File: config.mk
export PLATFORM = sky130hd
export DESIGN_NAME = regfile_arbiter_flat
export DESIGN_NICKNAME = d
export VERILOG_FILES = /design/src/rtl/regfile_arb_pkg.sv /design/src/rtl/regfile_arbiter_if.sv /design/src/rtl/regfile_arbiter_rr_arb2.sv /design/src/rtl/regfile_arbiter.sv /design/src/flat_wrapper.sv
export SDC_FILE = /design/constraint.sdc
export NUM_CORES = 1
export LEC_CHECK = 0
export ABC_AREA = 1
export CAP_MARGIN = 25
export CORE_MARGIN = 1.5
export CORE_UTILIZATION = 30
export CTS_BUF_LIST = sky130_fd_sc_hd__clkbuf_2 sky130_fd_sc_hd__clkbuf_4 sky130_fd_sc_hd__clkbuf_8
export CTS_CLUSTER_DIAMETER = 120
export DETAILED_ROUTE_END_ITERATION = 16
export PLACE_DENSITY_LB_ADDON = 0.15
export SETUP_SLACK_MARGIN = 0.02
export SLEW_MARGIN = 20
export SYNTH_ARGS = -nofsm -noshare
export SYNTH_HDL_FRONTEND = slang
export SYNTH_SLANG_ARGS = --single-unit
File: constraint.sdc
create_clock -name Clk -period 2.15 [get_ports Clk]
set_input_delay 0.43 -clock Clk [delete_from_list [all_inputs] [get_ports Clk]]
set_output_delay 0.43 -clock Clk [all_outputs]
set_load 0.05 [all_outputs]
File: src/rtl/regfile_arb_pkg.sv
// Shared types and defaults for the two-requester register-file arbiter.
package regfile_arb_pkg;

   localparam int unsigned DEF_ADDR_W   = 5;
   localparam int unsigned DEF_DATA_W   = 32;
   localparam int unsigned DEF_NUM_REGS = 32;

   typedef enum logic {
      CLEAR = 1'b0,
      SERVE = 1'b1
   } state_t;

   // Round-robin pointer: names the requester that wins a tie.
   localparam logic PTR_A = 1'b0;
   localparam logic PTR_B = 1'b1;

   function automatic logic next_ptr(input logic [1:0] grant, input logic ptr);
      if (grant[0]) return PTR_B;
      if (grant[1]) return PTR_A;
      return ptr;
   endfunction

endpackage

File: src/rtl/regfile_arbiter_if.sv
// Request/response and register-file port bundle for regfile_arbiter.
interface regfile_arbiter_if
   import regfile_arb_pkg::*;
#(
   parameter int unsigned ADDR_W = DEF_ADDR_W,
   parameter int unsigned DATA_W = DEF_DATA_W
) ();

   logic              ReqValidA, ReqValidB;
   logic              ReqReadyA, ReqReadyB;
   logic              ReqWriteA, ReqWriteB;
   logic [ADDR_W-1:0] ReqAddr1A, ReqAddr1B;
   logic [ADDR_W-1:0] ReqAddr2A, ReqAddr2B;
   logic [DATA_W-1:0] ReqDataA,  ReqDataB;

   logic              RspValidA, RspValidB;
   logic [DATA_W-1:0] RspData1A, RspData2A;
   logic [DATA_W-1:0] RspData1B, RspData2B;

   logic [ADDR_W-1:0] ReadRegister1, ReadRegister2, WriteRegister;
   logic [DATA_W-1:0] WriteData;
   logic              RegWrite;
   logic [DATA_W-1:0] ReadData1, ReadData2;

   logic              Busy;

   modport slave (
      input  ReqValidA, ReqValidB, ReqWriteA, ReqWriteB,
      input  ReqAddr1A, ReqAddr1B, ReqAddr2A, ReqAddr2B, ReqDataA, ReqDataB,
      output ReqReadyA, ReqReadyB,
      output RspValidA, RspValidB, RspData1A, RspData2A, RspData1B, RspData2B,
      output ReadRegister1, ReadRegister2, WriteRegister, WriteData, RegWrite,
      input  ReadData1, ReadData2,
      output Busy
   );

   modport master (
      output ReqValidA, ReqValidB, ReqWriteA, ReqWriteB,
      output ReqAddr1A, ReqAddr1B, ReqAddr2A, ReqAddr2B, ReqDataA, ReqDataB,
      input  ReqReadyA, ReqReadyB,
      input  RspValidA, RspValidB, RspData1A, RspData2A, RspData1B, RspData2B,
      input  ReadRegister1, ReadRegister2, WriteRegister, WriteData, RegWrite,
      output ReadData1, ReadData2,
      input  Busy
   );

endinterface

File: src/rtl/regfile_arbiter_rr_arb2.sv
// Two-input round-robin arbiter; bit 0 is requester A, bit 1 is requester B.
module rr_arb2
   import regfile_arb_pkg::*;
(
   input  logic [1:0] req,
   input  logic       ptr,
   output logic [1:0] grant
);

   always_comb begin
      grant = 2'b00;
      unique case (req)
         2'b01:   grant = 2'b01;
         2'b10:   grant = 2'b10;
         2'b11:   grant = (ptr == PTR_A) ? 2'b01 : 2'b10;
         default: grant = 2'b00;
      endcase
   end

endmodule

File: src/rtl/regfile_arbiter.sv
// Arbitrates two requesters onto one register file; clears all registers after reset.
module regfile_arbiter
   import regfile_arb_pkg::*;
#(
   parameter int unsigned ADDR_W   = DEF_ADDR_W,
   parameter int unsigned DATA_W   = DEF_DATA_W,
   parameter int unsigned NUM_REGS = DEF_NUM_REGS
) (
   input  logic        Clk,
   input  logic        ResetN,
   regfile_arbiter_if.slave bus
);

   localparam logic [ADDR_W-1:0] LAST_REG = ADDR_W'(NUM_REGS - 1);

   state_t            state;
   logic [ADDR_W-1:0] counter;
   logic              ptr;
   logic              rsp_valid_a, rsp_valid_b;
   logic [DATA_W-1:0] rsp_data1_a, rsp_data2_a, rsp_data1_b, rsp_data2_b;

   logic [1:0]        req;
   logic [1:0]        grant;
   logic              sel_write;
   logic [ADDR_W-1:0] sel_addr1, sel_addr2;
   logic [DATA_W-1:0] sel_data;

   logic [ADDR_W-1:0] read_reg1, read_reg2, write_reg;
   logic [DATA_W-1:0] write_data;
   logic              reg_write;

   assign req = {bus.ReqValidB, bus.ReqValidA} & {2{state == SERVE}};

   rr_arb2 u_rr_arb2 (
      .req   (req),
      .ptr   (ptr),
      .grant (grant)
   );

   // Mux the granted requester's command.
   always_comb begin
      sel_write = 1'b0;
      sel_addr1 = '0;
      sel_addr2 = '0;
      sel_data  = '0;
      if (grant[0]) begin
         sel_write = bus.ReqWriteA;
         sel_addr1 = bus.ReqAddr1A;
         sel_addr2 = bus.ReqAddr2A;
         sel_data  = bus.ReqDataA;
      end else if (grant[1]) begin
         sel_write = bus.ReqWriteB;
         sel_addr1 = bus.ReqAddr1B;
         sel_addr2 = bus.ReqAddr2B;
         sel_data  = bus.ReqDataB;
      end
   end

   // Register-file port drive; RegWrite is gated by ResetN so nothing is written while held in reset.
   always_comb begin
      read_reg1  = '0;
      read_reg2  = '0;
      write_reg  = '0;
      write_data = '0;
      reg_write  = 1'b0;
      if (state == CLEAR) begin
         write_reg = counter;
         reg_write = ResetN;
      end else if (grant != 2'b00) begin
         if (sel_write) begin
            write_reg  = sel_addr1;
            write_data = sel_data;
            reg_write  = 1'b1;
         end else begin
            read_reg1 = sel_addr1;
            read_reg2 = sel_addr2;
         end
      end
   end

   // Sequencer: clear sweep, then serve; read data captured at the grant edge.
   always_ff @(posedge Clk or negedge ResetN) begin
      if (!ResetN) begin
         state       <= CLEAR;
         counter     <= '0;
         ptr         <= PTR_A;
         rsp_valid_a <= 1'b0;
         rsp_valid_b <= 1'b0;
         rsp_data1_a <= '0;
         rsp_data2_a <= '0;
         rsp_data1_b <= '0;
         rsp_data2_b <= '0;
      end else begin
         rsp_valid_a <= 1'b0;
         rsp_valid_b <= 1'b0;
         unique case (state)
            CLEAR: begin
               if (counter == LAST_REG) begin
                  state   <= SERVE;
                  counter <= '0;
               end else begin
                  counter <= counter + ADDR_W'(1);
               end
            end
            SERVE: begin
               ptr <= next_ptr(grant, ptr);
               if (!sel_write && grant[0]) begin
                  rsp_valid_a <= 1'b1;
                  rsp_data1_a <= bus.ReadData1;
                  rsp_data2_a <= bus.ReadData2;
               end
               if (!sel_write && grant[1]) begin
                  rsp_valid_b <= 1'b1;
                  rsp_data1_b <= bus.ReadData1;
                  rsp_data2_b <= bus.ReadData2;
               end
            end
            default: state <= CLEAR;
         endcase
      end
   end

   assign bus.ReqReadyA     = grant[0];
   assign bus.ReqReadyB     = grant[1];
   assign bus.RspValidA     = rsp_valid_a;
   assign bus.RspValidB     = rsp_valid_b;
   assign bus.RspData1A     = rsp_data1_a;
   assign bus.RspData2A     = rsp_data2_a;
   assign bus.RspData1B     = rsp_data1_b;
   assign bus.RspData2B     = rsp_data2_b;
   assign bus.ReadRegister1 = read_reg1;
   assign bus.ReadRegister2 = read_reg2;
   assign bus.WriteRegister = write_reg;
   assign bus.WriteData     = write_data;
   assign bus.RegWrite      = reg_write;
   assign bus.Busy          = (state == CLEAR);

endmodule
File: src/flat_wrapper.sv
// flat-port wrapper written by rule: the top's interface ports become plain ports
module regfile_arbiter_flat import regfile_arb_pkg::*;
#(
   parameter int unsigned ADDR_W   = DEF_ADDR_W,
   parameter int unsigned DATA_W   = DEF_DATA_W,
   parameter int unsigned NUM_REGS = DEF_NUM_REGS
)
  (Clk, ResetN, bus_ReqValidA, bus_ReqValidB, bus_ReqWriteA, bus_ReqWriteB, bus_ReqAddr1A, bus_ReqAddr1B, bus_ReqAddr2A, bus_ReqAddr2B, bus_ReqDataA, bus_ReqDataB, bus_ReqReadyA, bus_ReqReadyB, bus_RspValidA, bus_RspValidB, bus_RspData1A, bus_RspData2A, bus_RspData1B, bus_RspData2B, bus_ReadRegister1, bus_ReadRegister2, bus_WriteRegister, bus_WriteData, bus_RegWrite, bus_ReadData1, bus_ReadData2, bus_Busy);
  regfile_arbiter_if #(.ADDR_W(ADDR_W), .DATA_W(DATA_W)) bus_i ();
  input  logic Clk;
  input  logic ResetN;
  input wire logic [$bits(bus_i.ReqValidA)-1:0] bus_ReqValidA;
  input wire logic [$bits(bus_i.ReqValidB)-1:0] bus_ReqValidB;
  input wire logic [$bits(bus_i.ReqWriteA)-1:0] bus_ReqWriteA;
  input wire logic [$bits(bus_i.ReqWriteB)-1:0] bus_ReqWriteB;
  input wire logic [$bits(bus_i.ReqAddr1A)-1:0] bus_ReqAddr1A;
  input wire logic [$bits(bus_i.ReqAddr1B)-1:0] bus_ReqAddr1B;
  input wire logic [$bits(bus_i.ReqAddr2A)-1:0] bus_ReqAddr2A;
  input wire logic [$bits(bus_i.ReqAddr2B)-1:0] bus_ReqAddr2B;
  input wire logic [$bits(bus_i.ReqDataA)-1:0] bus_ReqDataA;
  input wire logic [$bits(bus_i.ReqDataB)-1:0] bus_ReqDataB;
  output wire logic [$bits(bus_i.ReqReadyA)-1:0] bus_ReqReadyA;
  output wire logic [$bits(bus_i.ReqReadyB)-1:0] bus_ReqReadyB;
  output wire logic [$bits(bus_i.RspValidA)-1:0] bus_RspValidA;
  output wire logic [$bits(bus_i.RspValidB)-1:0] bus_RspValidB;
  output wire logic [$bits(bus_i.RspData1A)-1:0] bus_RspData1A;
  output wire logic [$bits(bus_i.RspData2A)-1:0] bus_RspData2A;
  output wire logic [$bits(bus_i.RspData1B)-1:0] bus_RspData1B;
  output wire logic [$bits(bus_i.RspData2B)-1:0] bus_RspData2B;
  output wire logic [$bits(bus_i.ReadRegister1)-1:0] bus_ReadRegister1;
  output wire logic [$bits(bus_i.ReadRegister2)-1:0] bus_ReadRegister2;
  output wire logic [$bits(bus_i.WriteRegister)-1:0] bus_WriteRegister;
  output wire logic [$bits(bus_i.WriteData)-1:0] bus_WriteData;
  output wire logic [$bits(bus_i.RegWrite)-1:0] bus_RegWrite;
  input wire logic [$bits(bus_i.ReadData1)-1:0] bus_ReadData1;
  input wire logic [$bits(bus_i.ReadData2)-1:0] bus_ReadData2;
  output wire logic [$bits(bus_i.Busy)-1:0] bus_Busy;
  assign bus_i.ReqValidA = bus_ReqValidA;
  assign bus_i.ReqValidB = bus_ReqValidB;
  assign bus_i.ReqWriteA = bus_ReqWriteA;
  assign bus_i.ReqWriteB = bus_ReqWriteB;
  assign bus_i.ReqAddr1A = bus_ReqAddr1A;
  assign bus_i.ReqAddr1B = bus_ReqAddr1B;
  assign bus_i.ReqAddr2A = bus_ReqAddr2A;
  assign bus_i.ReqAddr2B = bus_ReqAddr2B;
  assign bus_i.ReqDataA = bus_ReqDataA;
  assign bus_i.ReqDataB = bus_ReqDataB;
  assign bus_ReqReadyA = bus_i.ReqReadyA;
  assign bus_ReqReadyB = bus_i.ReqReadyB;
  assign bus_RspValidA = bus_i.RspValidA;
  assign bus_RspValidB = bus_i.RspValidB;
  assign bus_RspData1A = bus_i.RspData1A;
  assign bus_RspData2A = bus_i.RspData2A;
  assign bus_RspData1B = bus_i.RspData1B;
  assign bus_RspData2B = bus_i.RspData2B;
  assign bus_ReadRegister1 = bus_i.ReadRegister1;
  assign bus_ReadRegister2 = bus_i.ReadRegister2;
  assign bus_WriteRegister = bus_i.WriteRegister;
  assign bus_WriteData = bus_i.WriteData;
  assign bus_RegWrite = bus_i.RegWrite;
  assign bus_i.ReadData1 = bus_ReadData1;
  assign bus_i.ReadData2 = bus_ReadData2;
  assign bus_Busy = bus_i.Busy;
  regfile_arbiter #(.ADDR_W(ADDR_W), .DATA_W(DATA_W), .NUM_REGS(NUM_REGS)) u_core (.Clk(Clk), .ResetN(ResetN), .bus(bus_i));
endmodule
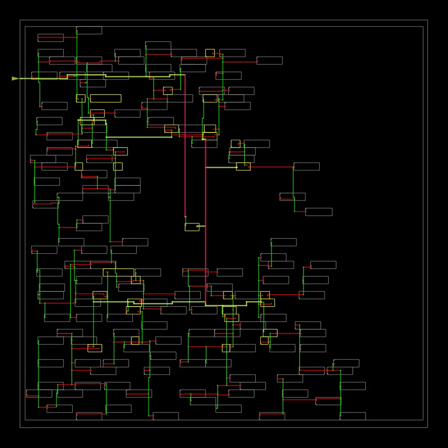
(images/clock_nets.png)
clk sinks: 137
total CTS buffers: 17
Worst Skew: 15.9 ps
clock network power: 2140 µW
registers: 137

==> results_slide.txt <==
Run Summary

Cells and area
  • Multi-input combinational area share: 20.4%
  • Most frequent cells in the layout: clkdlybuf4s50_1 (275), nand2_1 (237), dfrtp_1 (136)
  • Clock Buffer Count: 18
  • #MultiIn Comb: 476
  • Core Util, Final: 55.8%
  • Nets@finish: 1273
  • Logic area: 0.00231 mm²
  • Non-Filler Cell Area, Final: 0.0113 mm²
  • NonClk Buf Share: 38.7%
  • N_diodes: 1
  • Finished Layout Cells: 1401
  • Filler instances: 1822
  • Flop share of the area: 30.4%
  • Layout area overhead: 82.8%
  • Largest class: non-clock buffers

Floorplanning
  • Die height: 147 µm
  • IO Pins: 335
  • Row count: 52
  • Tapcell Cnt: 270
  • Width of the die: 147 µm
  • Die Size: 0.0215 mm²

Outcome
  • Failing checks: setup timing
  • Status: finished with violations

Route
  • DRT met1 WL: 8130 µm
  • Router iterations before antenna repair: 6
  • Vias per Instance: 4.31
  • DRC violation total after the first TritonRoute iteration: 201
  • Via count: 6034
  • Drt drc: 0

Power
  • Worst vdd ir: 0.000475 V
  • PwrDens: 841 mW/mm²

Synth
  • Yosys reg bits: 137
  • Floorplan net count: 930
  • Cell area after synthesis: 0.00618 mm²
  • Top FF cell, synth: dfrtp_1
  • Dominant cell area share: 55.5%
  • Biggest area consumer among synthesized cells: dfrtp_1
  • Register area share after synthesis: 55.5%
  • Top area cell types: dfrtp_1 (55%), nand2_1 (17%), inv_1 (7.0%)
  • Avg Cell Area, Syn: 7.98 µm²
  • Post-synth EDFFs: 0
  • Netlist cell types: 20
  • Ys async rst share: 100%

CTS
  • H-Tree Depth: 4
  • CTS Hold Bufs: 0
  • Root Buffer: clkbuf_8
  • Number of setup buffers added after CTS: 5
  • Reg clk slew, reported paths: 80 ps
  • Late-Pin Clk Latency: 430 ps

STA
  • Period utilisation layout: 105%
  • Final Hold Fails: 0
  • Final min period: 2260 ps
  • Tightest Pin Transition: 743 ps
  • RSZ-0062 raised after global routing: true
  • Sum Neg Setup Slack: -3130 ps
  • Setup violations, final: 48
  • Worst setup margin: -108 ps
  • Fmax: 443 MHz
  • Slew headroom: 50.4%
  • Max-slew violations: 0

Critical path
  • Critical Path Max Stage Delay: 410 ps
  • CP Launch Type: flip-flop
  • Worst Path Class, Setup: reg -> out
  • CP Max Fanout: 19
  • Reg2Reg Launch Point: u_core.state
  • Worst Setup SP: u_core.state
  • Cell repeated most along the worst path: nand2_4
  • RR Endpoint: u_core.bus.RspData2A[10]
  • Crit path DRT: 1720 ps
  • CP cell instances: nand2_4 -> a21oi_4 -> buf_6 -> buf_12 -> nand2_1 -> nand2_2 -> nand2_4 -> nand2_4 -> buf_12
  • Arr. time, crit path: 1830 ps
  • Worst setup EP type: primary output

Place
  • Post-DP HPWL: 14800 µm
  • Routability cong.: 0.886
  • Inst Count DP: 1359
  • PortBufs: 334
  • DP Area: 0.0104 mm²

GRT
  • Routing usage on met3: 6.09%
  • Most Crowded Layer GR: met2
  • Vias in the first global route: 5733
  • Pin count of the biggest net entering global routing: 138
  • First-pass GRT wire length: 31500 µm
  • Total GRT Usage: 18.6%
  • GR Overflow Total: 0

Hold path
  • Hold WC Path Type: in -> async

Job
  • Stage-log warning count: 30
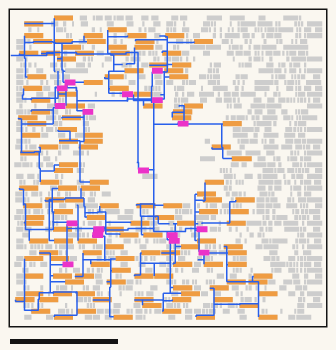
(images/clock_wires.png)
Bar = 50 µm.
Key: blue = clock wires [length 1750 µm]; magenta = clock-net drivers [count 17]; orange = flip-flops [count 137]
Position of the flops: spread over the die.

## power by group
| group | total [µW] | internal, µW | switching [µW] |
|---|---|---|---|
| clock network | 2140 | 1070 | 1060 |
| registers | 3180 | 2970 | 210 |
| logic | 4190 | 1570 | 2610 |
| total | 9500 | 5610 | 3890 |
## synth_stat cells (all sizes together) (2+ instances only)
| cell | n |
|---|---|
| a21oi | 4 |
| and3 | 2 |
| buf | 44 |
| clkbuf | 2 |
| dfrtp | 137 |
| ha | 2 |
| inv | 115 |
| nand2 | 289 |
| nand3 | 44 |
| nor2 | 2 |
| o21ai | 130 |
## critical path, delay by kind of cell, from the launching register on
| kind | cells | cell delay [ps] |
|---|---|---|
| AOI/OAI and AO/OA | 1 | 160 |
| and+or+nand+nor | 5 | 420 |
| DFF | 1 | 410 |
| buffers and inverters | 3 | 400 |
## registers in the layout, indices dropped and copies added, names as in the netlist
name	flops
u_core.bus.RspData1A	32
u_core.bus.RspData1B	32
u_core.bus.RspData2A	32
u_core.bus.RspData2B	32
u_core.counter	5
u_core.bus.RspValidA	1
u_core.bus.RspValidB	1
u_core.ptr	1
u_core.state	1
## cells by family (layout without fill, tap and decap cells)
kind of cell	Yosys count	after routing	share of synthesized area, %
flops	137	137	55.5
compound gates	134	134	11.0
simple gates	339	339	22.1
fa+ha+maj	2	2	0.405
other cells	0	1	0
xor+xnor	1	1	0.142
buf+inv	161	517	10.9
## worst min-delay path by stage
stage                                     endpoint  slack (ps)  cells after the start
after floorplan            u_core.bus.RspData1A[0]         130                      0
after CTS                 u_core.bus.RspData2B[13]         170                      2
final                      u_core.bus.RspData2A[5]         160                      2
after global routing       u_core.bus.RspData2A[2]         180                      2
after global placement    u_core.bus.RspData1B[28]         470                      2
after detailed placement  u_core.bus.RspData1B[20]         470                      2
Power and IR drop assume default switching activity.
